==> config.mk <==
export PLATFORM = sky130hd
export DESIGN_NAME = dm_arbiter
export DESIGN_NICKNAME = d
export VERILOG_FILES = /design/src/rtl/dm_arb_pkg.sv /design/src/rtl/dm_byte_lane.sv /design/src/rtl/dm_arbiter.sv
export SDC_FILE = /design/constraint.sdc
export NUM_CORES = 1
export LEC_CHECK = 0
export CAP_MARGIN = 20
export CORE_AREA = 2 2 128 92
export DETAILED_ROUTE_END_ITERATION = 10
export DIE_AREA = 0 0 130 94
export DONT_BUFFER_PORTS = 1
export PLACE_DENSITY = 0.64
export SYNTH_ARGS = -nofsm -noshare
export SYNTH_HDL_FRONTEND = slang
export SYNTH_HIERARCHICAL = 1
export SYNTH_SLANG_ARGS = --single-unit
==> constraint.sdc <==
create_clock -name clk -period 2.35 [get_ports clk]
set_input_delay 0.705 -clock clk [delete_from_list [all_inputs] [get_ports clk]]
set_output_delay 0.705 -clock clk [all_outputs]
set_load 0.01 [all_outputs]
Fig. 1: run 1, routing congestion map
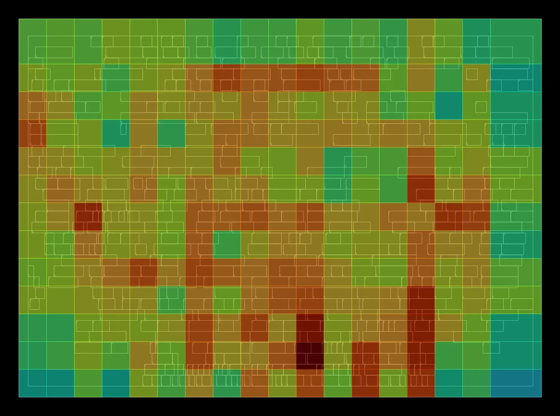
met3 Track Usage GR: 11.1%
gr usage total: 25.5%

Fig. 2: run 1, met3 routing
Scale: 2 px per um. Cells faint in the background.
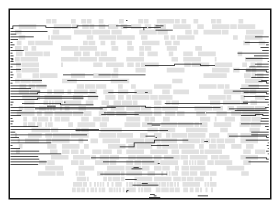
main direction = horizontal
nets with wire on the layer = 123
share of all routed wire = 10%
wire length on this layer = 1720 um
longest straight run = 52.2 um
Vias: 3931
final wirelength: 16.5 mm

Fig. 3: run 1, sequential cells coloured by netlist name
Scale: 2 px per um. Other sequential cells in the stronger grey, the rest of the logic in the fainter grey.
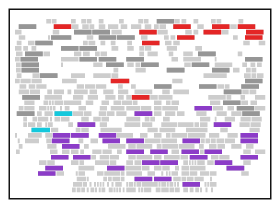
red -> addr_q  # placed flops 12
cyan -> state  # placed flops 2
purple -> data_q  # placed flops 32
seq pwr: 3.11 mW
Seq area share: 31.2%
fin util: 59.6%
FF/Latch Area: 2030 sq um

Fig. 4: run 1, routed metal, one colour a layer
Scale: 2 px per um.
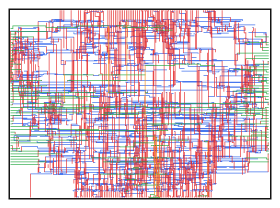
green -> M3  # wire length 1720 um
blue -> M1  # wire length 6890 um
orange -> M4  # wire length 248 um
red -> M2  # wire length 7630 um
DR WL/cell: 26.2 um

==> metrics.csv, run 1 <==
stage,metric,value,unit
placed_design,dpl.cell_count,594,
clock_tree,clock-root-buffer,clkbuf_16,
logic_synthesis,synth_cells,481,
pwr,power_frac_clock,13.6,%
timing,fin_ws,-238,ps
clock_tree,clock-sinks,81,
timing,setup_violations,96,
flow_run,maxCapViolations,0,
global_routing,grt_max_degree,96,
pwr,p_int,6.78,mW
clock_tree,cts_buffer_depth,2,
pwr,p_sw,4.63,mW
finish,final_area,6520,sq um
finish,drive_gt1_share,49.1,%
timing,max-slew-margin-rel,71.3,%
global_routing,grt_pass1_vias,3858,
logic_synthesis,simple_gate_share,12.9,%
die,pin_count,280,
setup_path,cp-start-kind,flip-flop,
clock_tree,cts_tree,done,
global_routing,grt_overflow,0,
timing,worstMarginPinSlew,431,ps
logic_synthesis,synth.logic.top_family,multiplexers,
run_status,status,finished with violations,
logic_synthesis,numSynthFlops,81,
run_status,failed_checks,negative setup slack,
setup_path,arrival,1880,ps
run 1: logic make-up (layout without fill, tap and decap cells):
family	count (synthesis)	after routing
compound gates	52	52
fa+ha+maj	6	6
buf+inv	78	69
flops	81	81
mux	137	140
other cells	0	2
simple gates	127	127
run 1: layout make-up:
type	instances	area, sq um	share of cell area [%]
multi-input cells	325	3430	52.7
repair buffers	50	519	7.97
inverters	3	11.3	0.173
clock inverters	2	60.1	0.921
well taps	153	191	2.94
flip-flops and latches	81	2030	31.2
clock buffers	14	264	4.05
diodes	2	5.00	0.0768
run 1: layer usage:
| metal | vias up | share of wire (%) | global-route usage [%] |
|---|---|---|---|
| met4 | 0 | 1.5 | 5.47 |
| met2 | 169 | 46 | 38.4 |
| li1 | 1742 | - | - |
| met1 | 2000 | 42 | 34.1 |
| met5 | - | 0 | 0 |
| met3 | 20 | 10 | 11.1 |
run 1: placed cells by master, fill, tap and decap left out, types with 11 or more instances in the layout:
master,instances
dfrtp_1,78
nor3b_1,46
mux2_2,47
nor2_1,40
a221o_1,46
mux2_4,49
mux2i_1,12
mux4_2,11
buf_4,36
nor2_2,22
run 1: power by group through the flow:
stage                     logic [mW]  registers, mW  clock network (mW)
after floorplan                 4.67           2.50                   0
after global placement          4.91           2.94                   0
after detailed placement        4.99           2.97                   0
after CTS                       6.10           3.04                1.56
after global routing            7.14           3.21                1.62
final                           6.74           3.11                1.55
run 1: critical path, stage by stage, from the launching register on:
cell,delay (ps)
dfrtp_2,420
buf_12,130
mux4_2,620
mux2i_2,270
nor2_2,100
run 1: repair_timing:
item / CTS / global route
endpoints found under the hold margin: 0 / 0
pin swaps: 5 / 6
resized: 78 / 58
cloned: 4 / 1
endpoints found under the setup margin: 97 / 99
hold buffers: 0 / 0
buffers inserted: 10 / 3
==> run 1 -> run 2 <==
--- a/config.mk
+++ b/config.mk
@@ -5,10 +5,11 @@
 export SDC_FILE = /design/constraint.sdc
 export NUM_CORES = 1
 export LEC_CHECK = 0
+export ABC_AREA = 1
 export CAP_MARGIN = 20
-export CORE_AREA = 2 2 128 92
+export CORE_AREA = 2 2 132 95
 export DETAILED_ROUTE_END_ITERATION = 10
-export DIE_AREA = 0 0 130 94
+export DIE_AREA = 0 0 134 97
 export DONT_BUFFER_PORTS = 1
 export PLACE_DENSITY = 0.64
 export SYNTH_ARGS = -nofsm -noshare
Fig. 5: run 2, clock network drawn from the DEF
Scale: 3 px per um.
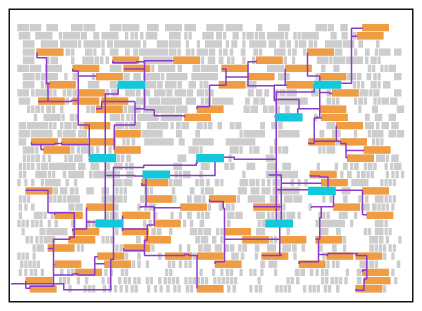
cyan -> clock-net drivers  # count 9
purple -> clock wires  # length 1140 um
orange -> flip-flops  # count 81
flops lie = spread over the die
Clock Skew: 5.22 ps
clock latency on the worst-skew pair: 340 ps

Fig. 6: run 2, routing congestion map
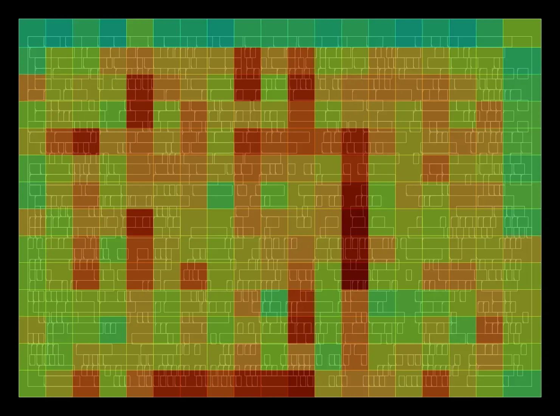
met1 Use GR: 40.6%
GRT busiest layer: met2

Fig. 7: run 2, met3 routing
Scale: 2 px per um. Cells faint in the background.
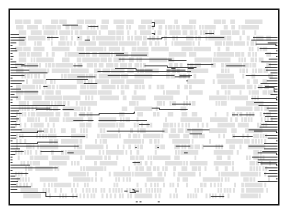
share of all routed wire = 7.4%
main direction = horizontal
wire length on this layer = 1390 um
met3 Track Usage GR: 7.70%
Vias: 5767
final wirelength: 18.8 mm

==> run 2 against run 1 <==
  * Setup slack improved by 110 ps
  * Sequential share of layout area fell by 4.1 points
  * Non-clock buffer count rose by 31
  * The run still ends with negative setup slack left
  * Largest cell class unchanged
  * Fmax rose by 4.4%
  * Global-route usage rose by 3.8 points
==> metrics.csv, run 2 <==
stage,metric,value,unit,change
logic_synthesis,numSynthFlops,81,,unchanged
logic_synthesis,synth_cells,893,,+86%
finish,diodes,0,,-2
finish,layout_top_cell,nand2_1,,
clock_tree,cts_buffer_depth,2,,unchanged
finish,drive_gt1_share,29.4,%,-20 points
clock_tree,post_cts_buffers,10,,unchanged
run_status,status,finished with violations,,
routing,routedWlPerCell,17.8,um,-32%
timing,max-slew-margin-rel,51.6,%,-20 points
global_routing,grt_max_degree,83,,-14%
clock_tree,clock-root-buffer,clkbuf_16,,
timing,worstMarginPinSlew,725,ps,+294 ps
timing,setup_violations,74,,-23%
placed_design,dpl.cell_count,1021,,+72%
finish,layout.cells.most_common_list,"342 x nand2_1, 79 x dfrtp_1, 77 x inv_1, 63 x o21ai_0, 58 x buf_4",,
clock_tree,cts_resized,109,,+40%
timing,fin_ws,-129,ps,+108 ps
global_routing,grt_overflow,0,,unchanged
setup_path,arrival,1770,ps,-110 ps
pwr,p_sw,6.13,mW,+32%
finish,final_area,7480,sq um,+15%
run_status,failed_checks,negative setup slack,,
run 2: netlist changes by cell type after synthesis, moves of 15 or more:
| cell | change |
|---|---|
| a221o_1 | -46 |
| inv_1 | +79 |
| mux2_2 | -96 |
| mux2i_1 | -32 |
| nand2_1 | +347 |
| nand3_1 | +28 |
| nor3b_1 | -46 |
| o21ai_0 | +118 |
| o21ai_1 | +15 |
| o21ai_2 | +22 |
run 2: worst max-delay path, stage by stage, from the launching register on:
cell     delay (ps)
dfrtp_2         430
buf_12          150
nor2_8          110
buf_4           160
buf_16          140
nor2_2           40
a21oi_2         130
nand2_1          60
o21ai_0          70
buf_4           150
run 2: cells by family (layout without fill, tap and decap cells):
kind of cell | Yosys count | count (layout) | share of synthesized area [%]
buffers and inverters | 174 | 181 | 15.3
AND/OR/NAND/NOR | 468 | 468 | 32.4
flip-flops | 81 | 81 | 35.1
AND-OR/OR-AND | 164 | 164 | 15.9
adder cells (fa/ha/maj) | 6 | 6 | 1.30
run 2: power by group through the flow:
stage	Clock, mW	Combinational [mW]	Sequential, mW
6_report	1.59	7.94	2.69
4_1_cts	1.61	7.38	2.66
2_1_floorplan	0	5.21	2.39
3_5_place_dp	0	6.18	2.67
3_3_place_gp	0	6.04	2.67
5_1_grt	1.69	8.61	2.76
run 2: final cells by class:
cell class	instances	area, sq um	share of cell area (%)
Clock inverter	3	90.1	1.20
Timing Repair Buffer	81	891	11.9
Sequential cell	81	2030	27.1
Clock buffer	12	236	3.16
Tap cell	157	196	2.63
Inverter	85	327	4.37
Multi-Input combinational cell	638	3710	49.6
run 2: metal layers:
layer  part of all wire (%)  up-vias
met3                    7.4       19
met5                      0        -
li1                       -     2762
met4                    1.1        0
met1                     47     2763
met2                     45      223
Power is estimated from default activity; no workload was simulated.
